`src/rtl/fetch_stage_pkg.sv`:
```
`default_nettype none
// ============================================================================
// Module      : fetch_stage_pkg
// Description : Shared core definitions for the instruction fetch stage:
//               fetch FSM state type, the canonical NOP encoding and the
//               default address width.
// Revision    : 1.0 - initial release
// ============================================================================
package fetch_stage_pkg;

  // Default PC / address width of the core.
  localparam int unsigned XLEN_DEFAULT = 32;

  // addi x0, x0, 0 -- presented whenever no real instruction is available.
  localparam logic [31:0] NOP_INSTR = 32'h0000_0013;

  // FETCH : request pc_q, waiting for grant
  // WAIT  : one request granted, waiting for its response
  // HOLD  : response captured while downstream stalls
  // DROP  : one granted response is stale and must be discarded
  typedef enum logic [1:0] {
    FETCH = 2'd0,
    WAIT  = 2'd1,
    HOLD  = 2'd2,
    DROP  = 2'd3
  } fetch_state_t;

endpackage
`default_nettype wire

```
`src/rtl/fetch_stage.sv`:
```
`default_nettype none
// ============================================================================
// Module      : fetch_stage
// Description : Instruction fetch stage. Owns the fetch PC, issues word
//               requests over a req/gnt/rvalid interface, forwards returned
//               instructions to IF/ID, absorbs stalls with a one-entry hold
//               buffer and squashes in-flight fetches on redirect.
// Revision    : 1.0 - initial release
//
// Ports:
//   clk_i          in   clock, rising edge
//   rst_ni         in   synchronous active-low reset
//   imem_req_o     out  fetch request
//   imem_addr_o    out  word-aligned fetch address
//   imem_gnt_i     in   request accepted this cycle
//   imem_rvalid_i  in   response data valid
//   imem_rdata_i   in   instruction word
//   stall_i        in   IF/ID not loading this cycle
//   redirect_i     in   branch/jump/trap redirect
//   redirect_pc_i  in   redirect target (bits [1:0] ignored)
//   if_valid_o     out  if_pc_o/if_instr_o hold a real instruction
//   if_pc_o        out  PC of the presented instruction
//   if_instr_o     out  instruction, NOP when if_valid_o=0
// ============================================================================
module fetch_stage
  import fetch_stage_pkg::*;
#(
  parameter int unsigned      XLEN     = XLEN_DEFAULT,
  parameter logic [XLEN-1:0]  RESET_PC = {XLEN{1'b0}}
) (
  input  logic            clk_i,
  input  logic            rst_ni,
  output logic            imem_req_o,
  output logic [XLEN-1:0] imem_addr_o,
  input  logic            imem_gnt_i,
  input  logic            imem_rvalid_i,
  input  logic [31:0]     imem_rdata_i,
  input  logic            stall_i,
  input  logic            redirect_i,
  input  logic [XLEN-1:0] redirect_pc_i,
  output logic            if_valid_o,
  output logic [XLEN-1:0] if_pc_o,
  output logic [31:0]     if_instr_o
);

  localparam logic [XLEN-1:0] PC_STEP    = XLEN'(4);
  localparam logic [XLEN-1:0] ALIGN_MASK = ~(XLEN'(3));

  fetch_state_t    state_q, state_d;
  logic [XLEN-1:0] pc_q, pc_d;
  logic [31:0]     hold_instr_q, hold_instr_d;
  logic [XLEN-1:0] pc_next;

  assign pc_next = pc_q + PC_STEP;
  assign if_pc_o = pc_q;

  always_comb begin
    state_d      = state_q;
    pc_d         = pc_q;
    hold_instr_d = hold_instr_q;
    imem_req_o   = 1'b0;
    imem_addr_o  = pc_q;
    if_valid_o   = 1'b0;
    if_instr_o   = NOP_INSTR;

    case (state_q)
      FETCH: begin
        imem_req_o = 1'b1;
        if (imem_gnt_i) begin
          state_d = WAIT;
        end
      end
      WAIT: begin
        if (imem_rvalid_i) begin
          // Response is bypassed straight to IF/ID in the cycle it arrives.
          if_valid_o = 1'b1;
          if_instr_o = imem_rdata_i;
          if (stall_i) begin
            hold_instr_d = imem_rdata_i;
            state_d      = HOLD;
          end else begin
            // Back-to-back request for the following word.
            pc_d        = pc_next;
            imem_req_o  = 1'b1;
            imem_addr_o = pc_next;
            state_d     = imem_gnt_i ? WAIT : FETCH;
          end
        end
      end
      HOLD: begin
        if_valid_o = 1'b1;
        if_instr_o = hold_instr_q;
        if (!stall_i) begin
          pc_d    = pc_next;
          state_d = FETCH;
        end
      end
      DROP: begin
        if (imem_rvalid_i) begin
          state_d = FETCH;
        end
      end
      default: begin
        state_d = FETCH;
      end
    endcase

    // Redirect overrides everything. If a granted response has not yet
    // returned, it belongs to the old path and must be swallowed in DROP.
    if (redirect_i) begin
      if_valid_o = 1'b0;
      if_instr_o = NOP_INSTR;
      imem_req_o = 1'b0;
      pc_d       = redirect_pc_i & ALIGN_MASK;
      if ((state_q == WAIT || state_q == DROP) && !imem_rvalid_i) begin
        state_d = DROP;
      end else begin
        state_d = FETCH;
      end
    end

    if (!rst_ni) begin
      imem_req_o = 1'b0;
      if_valid_o = 1'b0;
      if_instr_o = NOP_INSTR;
    end
  end

  always_ff @(posedge clk_i) begin
    if (!rst_ni) begin
      state_q      <= FETCH;
      pc_q         <= RESET_PC;
      hold_instr_q <= NOP_INSTR;
    end else begin
      state_q      <= state_d;
      pc_q         <= pc_d;
      hold_instr_q <= hold_instr_d;
    end
  end

`ifndef SYNTHESIS
  // An ungranted request keeps its address until granted or withdrawn.
  a_req_addr_stable: assert property (@(posedge clk_i) disable iff (!rst_ni)
    (imem_req_o && !imem_gnt_i) |=> (!imem_req_o || $stable(imem_addr_o)));

  // Responses only arrive while one is owed.
  a_no_rvalid_idle: assert property (@(posedge clk_i) disable iff (!rst_ni)
    !(imem_rvalid_i && (state_q == FETCH || state_q == HOLD)));

  // The held instruction does not change while downstream stalls.
  a_hold_stable: assert property (@(posedge clk_i) disable iff (!rst_ni)
    (state_q == HOLD && stall_i && !redirect_i) |=> (redirect_i || $stable(if_instr_o)));
`endif

endmodule
`default_nettype wire

```
`config.mk`:
```
export PLATFORM = sky130hd
export DESIGN_NAME = fetch_stage
export DESIGN_NICKNAME = d
export VERILOG_FILES = /design/src/rtl/fetch_stage_pkg.sv /design/src/rtl/fetch_stage.sv
export SDC_FILE = /design/constraint.sdc
export NUM_CORES = 1
export LEC_CHECK = 0
export CAP_MARGIN = 20
export CORE_MARGIN = 5
export CORE_UTILIZATION = 48
export CTS_CLUSTER_SIZE = 28
export DETAILED_ROUTE_END_ITERATION = 16
export PLACE_DENSITY_LB_ADDON = 0.25
export SETUP_SLACK_MARGIN = 0.3
export SLEW_MARGIN = 0
export SYNTH_ARGS = -nofsm -noshare
export SYNTH_HDL_FRONTEND = slang
export SYNTH_SLANG_ARGS = --single-unit
```
`constraint.sdc`:
```
create_clock -name clk_i -period 6.77 [get_ports clk_i]
set_clock_uncertainty 0.05 [all_clocks]
set_input_delay 1.6925 -clock clk_i [delete_from_list [all_inputs] [get_ports clk_i]]
set_output_delay 1.6925 -clock clk_i [all_outputs]
set_load 0.05 [all_outputs]
```
Figure 1. Metal 2.
Cells faint in the background.
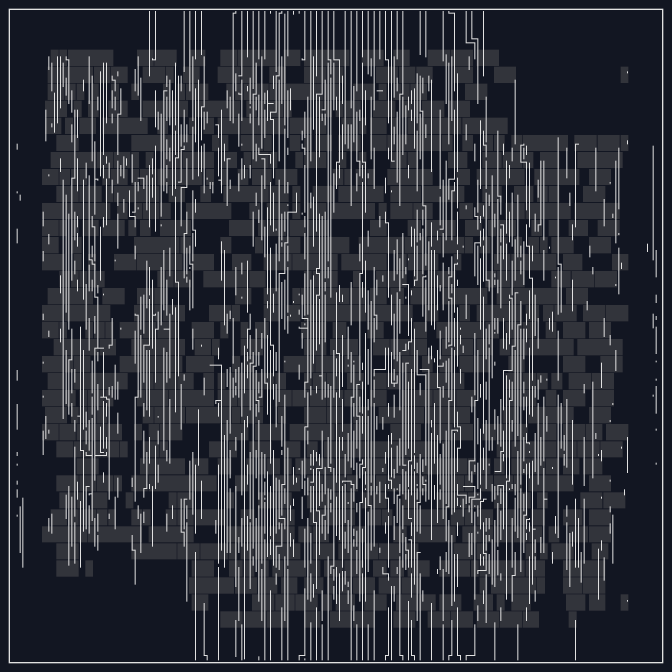
main direction	vertical
share of all routed wire	49%
wire length on this layer	6910 um
nets with wire on the layer	657
via count: 4898
Post-Route WL: 14300 um
met2 Resource Use GR: 42.6%

Figure 2. Logic cells by family.
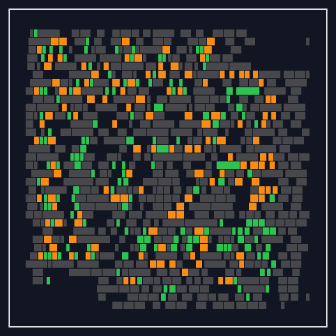
colour	family	cells	most used
orange	aoi and oai cells	130	a21oi_1
green	nand cells	145	nand2_1
most frequent logic cell in the layout: clkdlybuf4s50_1
combinational share of cell area: 45.1%
post-route insts no fill: 821

==> results.txt <==
htree depth: 3
die area: 10900 um^2
Pint: 733 uW
ys flop type: dfxtp_1
routing usage on met1: 31.5%
bufs w/o clock: 174
Yosys Chip Area: 4260 um^2
CP max-delay cell: clkdlybuf4s50_1
Flop area: 1280 um^2
maximum vdd drop: 0.000102 V
GRT Resource Usage Total: 25.7%
Post-CTS Setup Bufs: 0
met3 wire len: 1360 um
P_comb: 350 uW
worst reg2reg path startpoint: state_q[1]
mux share: 0.264%
DR vias/cell: 5.97
post-layout period usage: 90.9%
Critical Path Fanout Max: 14
buffer share of cell area: 27.7%
hold_ws: 408 ps
status: finished clean
simple-gate share of the synthesized area: 32.5%
critical-path cell list: clkdlybuf4s50_1 > nand3b_2 > nor4_2 > buf_4 > nand4_1 > xnor2_1 > clkdlybuf4s50_1
clk tree area frac: 3.47%
initial antenna violation count: 0
drt wl/cell: 17.4 um
critical path arrival: 4410 ps
layout cell share with drive strength beyond 1: 12.2%
CP dominant cell by count: clkdlybuf4s50_1
combinational power share: 30.6%
pwr/cell area: 190 nW/um^2
Log Warnings: 31
global route total overflow: 0
Late-Pin Clk Latency: 350 ps
P_seq: 433 uW
Avg Inst Size Synth: 7.36 um^2
DRT iter0 DRCs: 431
Chip Width: 104 um
largest area contributor in the netlist: dfxtp_1
highest metal used: met4
Post-Syn Instances: 579
Figure 3. Cells coloured by class.
The bar under the picture is 20 um long.
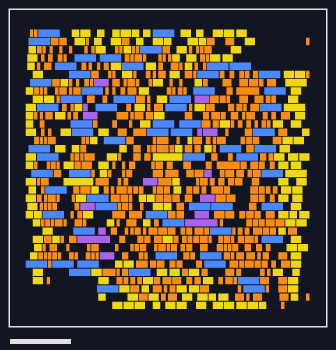
colour	class	cells	share of their area
blue	sequential cells	64	22%
purple	clock drivers and dummy loads	15	3.5%
yellow	remaining buffers and delay cells	174	28%
orange	combinational and other logic	460	46%
core outline area: 8680 um^2
Seq/total area: 21.3%

Figure 4. Cell outlines without signal wires.
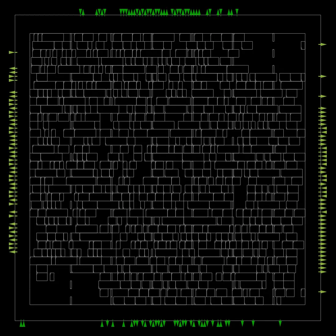
number of core rows: 34
Layout Utilization: 69.4%
registers: 64

Power and IR drop assume default switching activity.
